## src/rtl/proc_seq_ctrl.sv

```systemverilog
// Multi-cycle control sequencer for the 8-bit core: instruction fetch,
// decode dispatch, immediate fetch, data-memory access, execute, writeback.
//
//  state     | meaning
//  ----------+-----------------------------------------------
//  IDLE      | waiting for start
//  FETCH     | imem request at pc, capture opcode byte on ack
//  DECODE    | one cycle, dispatch on decoder opcode
//  FETCH_IMM | imem request at pc, capture immediate on ack
//  MEM       | dmem request (store for ST, load for LD)
//  EXEC      | one-cycle ALU strobe
//  WB        | one-cycle register-file write strobe
//  HALT      | stopped until reset
module proc_seq_ctrl #(
    parameter int              PC_W   = 8,
    parameter logic [PC_W-1:0] RST_PC = '0
) (
    input  logic            clk,
    input  logic            rst_n,
    input  logic            start,
    output logic            imem_req,
    output logic [PC_W-1:0] imem_addr,
    input  logic            imem_ack,
    input  logic [7:0]      imem_rdata,
    output logic [7:0]      ir_out,
    input  logic [3:0]      opcode_in,
    output logic [7:0]      imm_out,
    output logic            dmem_req,
    output logic            dmem_we,
    input  logic            dmem_ack,
    output logic            alu_en,
    output logic            reg_we,
    output logic            halted,
    output logic [2:0]      state_out
);

    typedef enum logic [2:0] {
        S_IDLE      = 3'd0,
        S_FETCH     = 3'd1,
        S_DECODE    = 3'd2,
        S_FETCH_IMM = 3'd3,
        S_MEM       = 3'd4,
        S_EXEC      = 3'd5,
        S_WB        = 3'd6,
        S_HALT      = 3'd7
    } state_t;

    localparam logic [3:0] OP_NOP  = 4'b0000;
    localparam logic [3:0] OP_LDI  = 4'b0010;
    localparam logic [3:0] OP_ADDI = 4'b0011;
    localparam logic [3:0] OP_LD   = 4'b0100;
    localparam logic [3:0] OP_ST   = 4'b0101;
    localparam logic [3:0] OP_HALT = 4'b1111;

    localparam logic [PC_W-1:0] PC_ONE = 1;

    state_t          state;
    state_t          state_nxt;
    logic [PC_W-1:0] pc;

    // State register
    always_ff @(posedge clk or negedge rst_n) begin
        if (!rst_n) begin
            state <= S_IDLE;
        end else begin
            state <= state_nxt;
        end
    end

    // Next-state decode and Moore strobes; ir_out is stable through MEM so
    // the decoder opcode still tells LD from ST there.
    always_comb begin
        state_nxt = state;
        imem_req  = 1'b0;
        dmem_req  = 1'b0;
        dmem_we   = 1'b0;
        alu_en    = 1'b0;
        reg_we    = 1'b0;
        halted    = 1'b0;
        case (state)
            S_IDLE: begin
                if (start) state_nxt = S_FETCH;
            end
            S_FETCH: begin
                imem_req = 1'b1;
                if (imem_ack) state_nxt = S_DECODE;
            end
            S_DECODE: begin
                case (opcode_in)
                    OP_NOP:          state_nxt = S_FETCH;
                    OP_LDI, OP_ADDI: state_nxt = S_FETCH_IMM;
                    OP_LD, OP_ST:    state_nxt = S_MEM;
                    OP_HALT:         state_nxt = S_HALT;
                    default:         state_nxt = S_EXEC;
                endcase
            end
            S_FETCH_IMM: begin
                imem_req = 1'b1;
                if (imem_ack) state_nxt = S_EXEC;
            end
            S_MEM: begin
                dmem_req = 1'b1;
                dmem_we  = (opcode_in == OP_ST);
                if (dmem_ack) state_nxt = (opcode_in == OP_ST) ? S_FETCH : S_WB;
            end
            S_EXEC: begin
                alu_en    = 1'b1;
                state_nxt = S_WB;
            end
            S_WB: begin
                reg_we    = 1'b1;
                state_nxt = S_FETCH;
            end
            S_HALT: begin
                halted = 1'b1;
            end
            default: state_nxt = S_IDLE;
        endcase
    end

    // Program counter, instruction and immediate capture on fetch handshakes
    always_ff @(posedge clk or negedge rst_n) begin
        if (!rst_n) begin
            pc      <= RST_PC;
            ir_out  <= 8'h00;
            imm_out <= 8'h00;
        end else if (imem_ack) begin
            if (state == S_FETCH) begin
                ir_out <= imem_rdata;
                pc     <= pc + PC_ONE;
            end else if (state == S_FETCH_IMM) begin
                imm_out <= imem_rdata;
                pc      <= pc + PC_ONE;
            end
        end
    end

    assign imem_addr = pc;
    assign state_out = state;

endmodule

```

## config.mk

```make
export PLATFORM = sky130hd
export DESIGN_NAME = proc_seq_ctrl
export DESIGN_NICKNAME = d
export VERILOG_FILES = /design/src/rtl/proc_seq_ctrl.sv
export SDC_FILE = /design/constraint.sdc
export NUM_CORES = 1
export LEC_CHECK = 0
export CELL_PAD_IN_SITES_DETAIL_PLACEMENT = 0
export CELL_PAD_IN_SITES_GLOBAL_PLACEMENT = 1
export CORE_ASPECT_RATIO = 0.75
export CORE_MARGIN = 5
export CORE_UTILIZATION = 32
export DETAILED_ROUTE_END_ITERATION = 10
export PLACE_DENSITY = 0.89
export RECOVER_POWER = 100
export SETUP_SLACK_MARGIN = 0.4
export SLEW_MARGIN = 30
export SYNTH_ARGS = -nofsm -noshare
export SYNTH_HDL_FRONTEND = slang
export SYNTH_SLANG_ARGS = --single-unit
```

## constraint.sdc

```tcl
create_clock -name clk -period 2 [get_ports clk]
set_clock_uncertainty 0.1 [all_clocks]
set_input_delay 0.2 -clock clk [delete_from_list [all_inputs] [get_ports clk]]
set_output_delay 0.2 -clock clk [all_outputs]
set_load 0.05 [all_outputs]
```

io_fan.png
(3 px per µm)
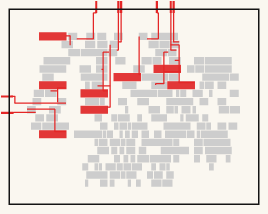
[ir_out] red | bits: 8 | direction: output | edge: 6 north, 2 west | end cells: 8 | buffers: 8 | wire: 242 µm
number of input and output port buffers inserted: 49
Ports: 50

==> impl_metrics.xml <==
<?xml version="1.0" encoding="UTF-8"?>
<metrics>
  <group name="synth">
    <metric name="yosys_area" unit="µm²">1270</metric>
    <metric name="ys_seq_share" unit="%">53.3</metric>
    <metric name="postSynthRegisterBits" unit="">27</metric>
    <metric name="netlist_area_before_placement" unit="µm²">1270</metric>
    <metric name="syn_nets" unit="">124</metric>
    <metric name="yosysWarningCount" unit="">0</metric>
    <metric name="post_synth.cell_area_avg" unit="µm²">12.0</metric>
    <metric name="largest_area_cell" unit="">dfrtp_1</metric>
    <metric name="number_of_standard_cells_reported_by_yosys" unit="">106</metric>
    <metric name="top_area_share" unit="%">53.3</metric>
    <metric name="synth.top_cells.by_area" unit="">dfrtp_1, mux2_2, xnor2_1, nand3_1, nor2b_1</metric>
    <metric name="synth.distinct_cells" unit="">31</metric>
    <metric name="cell_count_after_synthesis" unit="">106</metric>
  </group>
  <group name="final_timing">
    <metric name="grt_setup_unrepaired" unit="">true</metric>
    <metric name="hold_viol_final" unit="">0</metric>
    <metric name="report.final.setup_viol" unit="">0</metric>
    <metric name="max_slew.worst_pin.slew" unit="ps">665</metric>
    <metric name="max_freq" unit="GHz">0.526</metric>
    <metric name="min_period" unit="ps">1900</metric>
    <metric name="setup-tns-final" unit="ps">0</metric>
    <metric name="final.period_utilization" unit="%">95.1</metric>
    <metric name="finalMaxSlewViolations" unit="">0</metric>
    <metric name="slew_limit_headroom" unit="%">55.7</metric>
  </group>
  <group name="critical_path">
    <metric name="worstSetupStartpointType" unit="">input port</metric>
    <metric name="timing.critical_path.to_type" unit="">primary output</metric>
    <metric name="critical_path_class" unit="">in -&gt; out</metric>
    <metric name="critical_path_peak_fanout" unit="">5</metric>
    <metric name="worstPathRequired" unit="ps">1700</metric>
    <metric name="worstPathArrival" unit="ps">1600</metric>
  </group>
  <group name="clock_network">
    <metric name="clock_tree_from_tritoncts" unit="">yes</metric>
    <metric name="max-clock-path-buffers" unit="">2</metric>
    <metric name="cts_root_buf" unit="">clkbuf_8</metric>
    <metric name="cts.clk_slew.worst_paths" unit="ps">90</metric>
    <metric name="cts-resized-gates" unit="">26</metric>
    <metric name="worst_skew_pair.late_latency" unit="ps">270</metric>
    <metric name="cts_buffers" unit="">3</metric>
    <metric name="post_cts_setup_buffer_count" unit="">5</metric>
    <metric name="cts_sinks" unit="">27</metric>
    <metric name="cts_hold_repair.buffers" unit="">0</metric>
    <metric name="cts_max_level" unit="">1</metric>
  </group>
  <group name="detailed_routing">
    <metric name="drcViolationCount" unit="">0</metric>
    <metric name="routedWlPerCell" unit="µm">15.4</metric>
    <metric name="antenna_violating_nets_post_route" unit="">0</metric>
    <metric name="avgViaCountPerCell" unit="">4.86</metric>
    <metric name="dr.first_iter.drc_count" unit="">19</metric>
    <metric name="drt_pass1_iterations" unit="">5</metric>
  </group>
  <group name="pwr">
    <metric name="power_density" unit="nW/µm²">1780</metric>
    <metric name="p_leak" unit="nW">0.863</metric>
    <metric name="irDropWorstVdd" unit="mV">0.811</metric>
  </group>
  <group name="global_routing">
    <metric name="overflow" unit="">0</metric>
    <metric name="grt_antenna_before_repair" unit="">0</metric>
    <metric name="via_count_of_the_first_global_routing_pass" unit="">1140</metric>
    <metric name="global_route.usage.total" unit="%">12.8</metric>
    <metric name="wire_length_of_the_first_global_routing_pass" unit="µm">5360</metric>
    <metric name="grt_max_degree" unit="">28</metric>
  </group>
  <group name="run">
    <metric name="max-cap-violations" unit="">0</metric>
    <metric name="stage_log_warnings" unit="">29</metric>
  </group>
  <group name="run_status">
    <metric name="outcome" unit="">completed</metric>
  </group>
  <group name="final_layout">
    <metric name="final_cell_area" unit="µm²">1930</metric>
    <metric name="final_layout_top_logic_cells" unit="">dfrtp_1, dlygate4sd2_1, clkdlybuf4s50_1</metric>
    <metric name="layout.nets" unit="">187</metric>
    <metric name="layout_cell_share_with_drive_strength_beyond_1" unit="%">26.2</metric>
    <metric name="syn_to_final_growth" unit="%">52.3</metric>
    <metric name="final_layout_top_logic_cell" unit="">dfrtp_1</metric>
    <metric name="antenna-diode-count" unit="">0</metric>
    <metric name="fillers" unit="">344</metric>
  </group>
  <group name="worst_hold_path">
    <metric name="worstHoldPathType" unit="">reg -&gt; reg</metric>
  </group>
  <group name="floorplan">
    <metric name="floorplanUtilization" unit="%">34.0</metric>
    <metric name="die_x" unit="µm">82.7</metric>
    <metric name="dieArea" unit="µm²">5340</metric>
    <metric name="die_height" unit="µm">64.5</metric>
    <metric name="placeableCoreArea" unit="µm²">3730</metric>
    <metric name="placementRows" unit="">19</metric>
  </group>
  <group name="placed_design">
    <metric name="detailed_place.area" unit="µm²">1890</metric>
    <metric name="routabilityCongestion" unit="">0.706</metric>
    <metric name="detailed_place_hpwl" unit="µm">2390</metric>
  </group>
</metrics>
layer_met2.png
(6 px per µm)
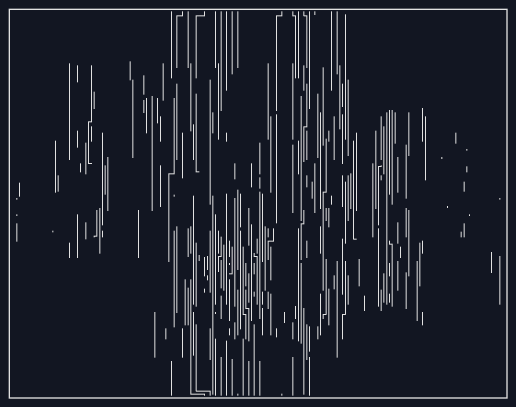
longest straight run: 33.0 µm
main direction: vertical
wire length on this layer: 1,810 µm
share of all routed wire: 54%
nets with wire on the layer: 172
via count of the routed design: 1,069
Post-Route WL: 3380 µm

==> final timing paths <==
| path | startpoint | to | slack [ps] | cells after the start |
|---|---|---|---|---|
| setup / recovery | opcode_in[2] | dmem_we | 100 | 5 |
| hold / removal | imem_addr[7] | imem_addr[7] | 370 | 1 |
| setup reg to reg | state_out[2] | ir_out[7] | 160 | 5 |
| hold reg to reg | imem_addr[7] | imem_addr[7] | 370 | 1 |
| max in group asynchronous | rst_n | state_out[2] | 930 | 2 |
| min in group asynchronous | rst_n | imem_addr[4] | 380 | 2 |
==> flip-flops by register name (all words and copies together), names as in the netlist <==
| name | count |
|---|---|
| imem_addr | 8 |
| state_out | 3 |
| imm_out | 8 |
| ir_out | 8 |
==> cell type report <==
| cell class | count | area, µm² | area share, % |
|---|---|---|---|
| clock inverter | 1 | 5.00 | 0.259 |
| inverter | 4 | 18.8 | 0.972 |
| multi-input combinational | 71 | 579 | 30.0 |
| sequential | 27 | 682 | 35.3 |
| timing repair buffer | 62 | 541 | 28.0 |
| clock buffer | 3 | 41.3 | 2.14 |
| tap | 52 | 65.1 | 3.37 |
==> stage by stage <==
step / util [%] / hold slack (ps) / std cells / worst slack, ps / power, W
after detailed placement: 50.7 / 368 / 207 / 126 / 0.00332
after floorplan: - / -196 / 106 / 177 / 0.00259
after global placement: 50.7 / 362 / 207 / 173 / 0.00327
after CTS: 52.4 / 211 / 216 / 113 / 0.00356
after global routing: 51.8 / 381 / 220 / 28.0 / 0.00364
final: 51.8 / 370 / 220 / 97.2 / 0.00345
==> per-layer routing <==
layer | vias up | share of wire, % | global-route usage (%)
met3 | 2 | 6.4 | 4.57
met4 | 0 | 0.35 | 2.04
met5 | - | 0 | 0
met2 | 36 | 54 | 23.3
met1 | 522 | 40 | 14.4
li1 | 509 | - | -
==> cells by family (layout without fill, tap and decap cells) <==
logic type,Yosys count,after routing,synth area share [%]
simple gates,33,33,16.1
compound gates,13,13,7.20
xor+xnor,8,8,5.52
fa+ha+maj,1,1,0.986
mux,16,16,14.2
flops,27,27,53.3
buf+inv,8,70,2.76
==> report_power, final <==
| group | internal (W) | leakage [nW] | switching, W |
|---|---|---|---|
| Clock | 0.000139 | 0.0255 | 0.000160 |
| Sequential | 0.000800 | 0.326 | 0.000177 |
| Combinational | 0.000686 | 0.512 | 0.00148 |
| Total | 0.00163 | 0.863 | 0.00182 |
==> worst max-delay path: stages <==
cell and delay, ps:
clkdlybuf4s50_1 550, nand3b_1 150, or4_4 440, clkinvlp_2 120, buf_12 140
==> synthesized netlist by cell type <==
library cell / instances
mux2_2: 16
inv_2: 1
nor3_1: 1
nand2_1: 6
nand4_1: 3
or4_1: 1
a21oi_1: 1
nor4b_4: 1
xnor2_1: 7
ha_1: 1
nor2b_1: 4
or3_1: 1
nand3b_1: 2
dfrtp_1: 27
o22ai_1: 1
o2111a_1: 1
o21ai_0: 4
and3_1: 3
nor2_1: 4
buf_2: 3
and2_1: 1
inv_1: 3
a22o_1: 1
clkbuf_2: 1
xor2_1: 1
nand4b_2: 1
a2111oi_0: 1
o41ai_1: 2
o31ai_1: 1
a31oi_1: 1
nand3_1: 5
Power figures rest on the tool's default switching activity, not on a simulated workload.
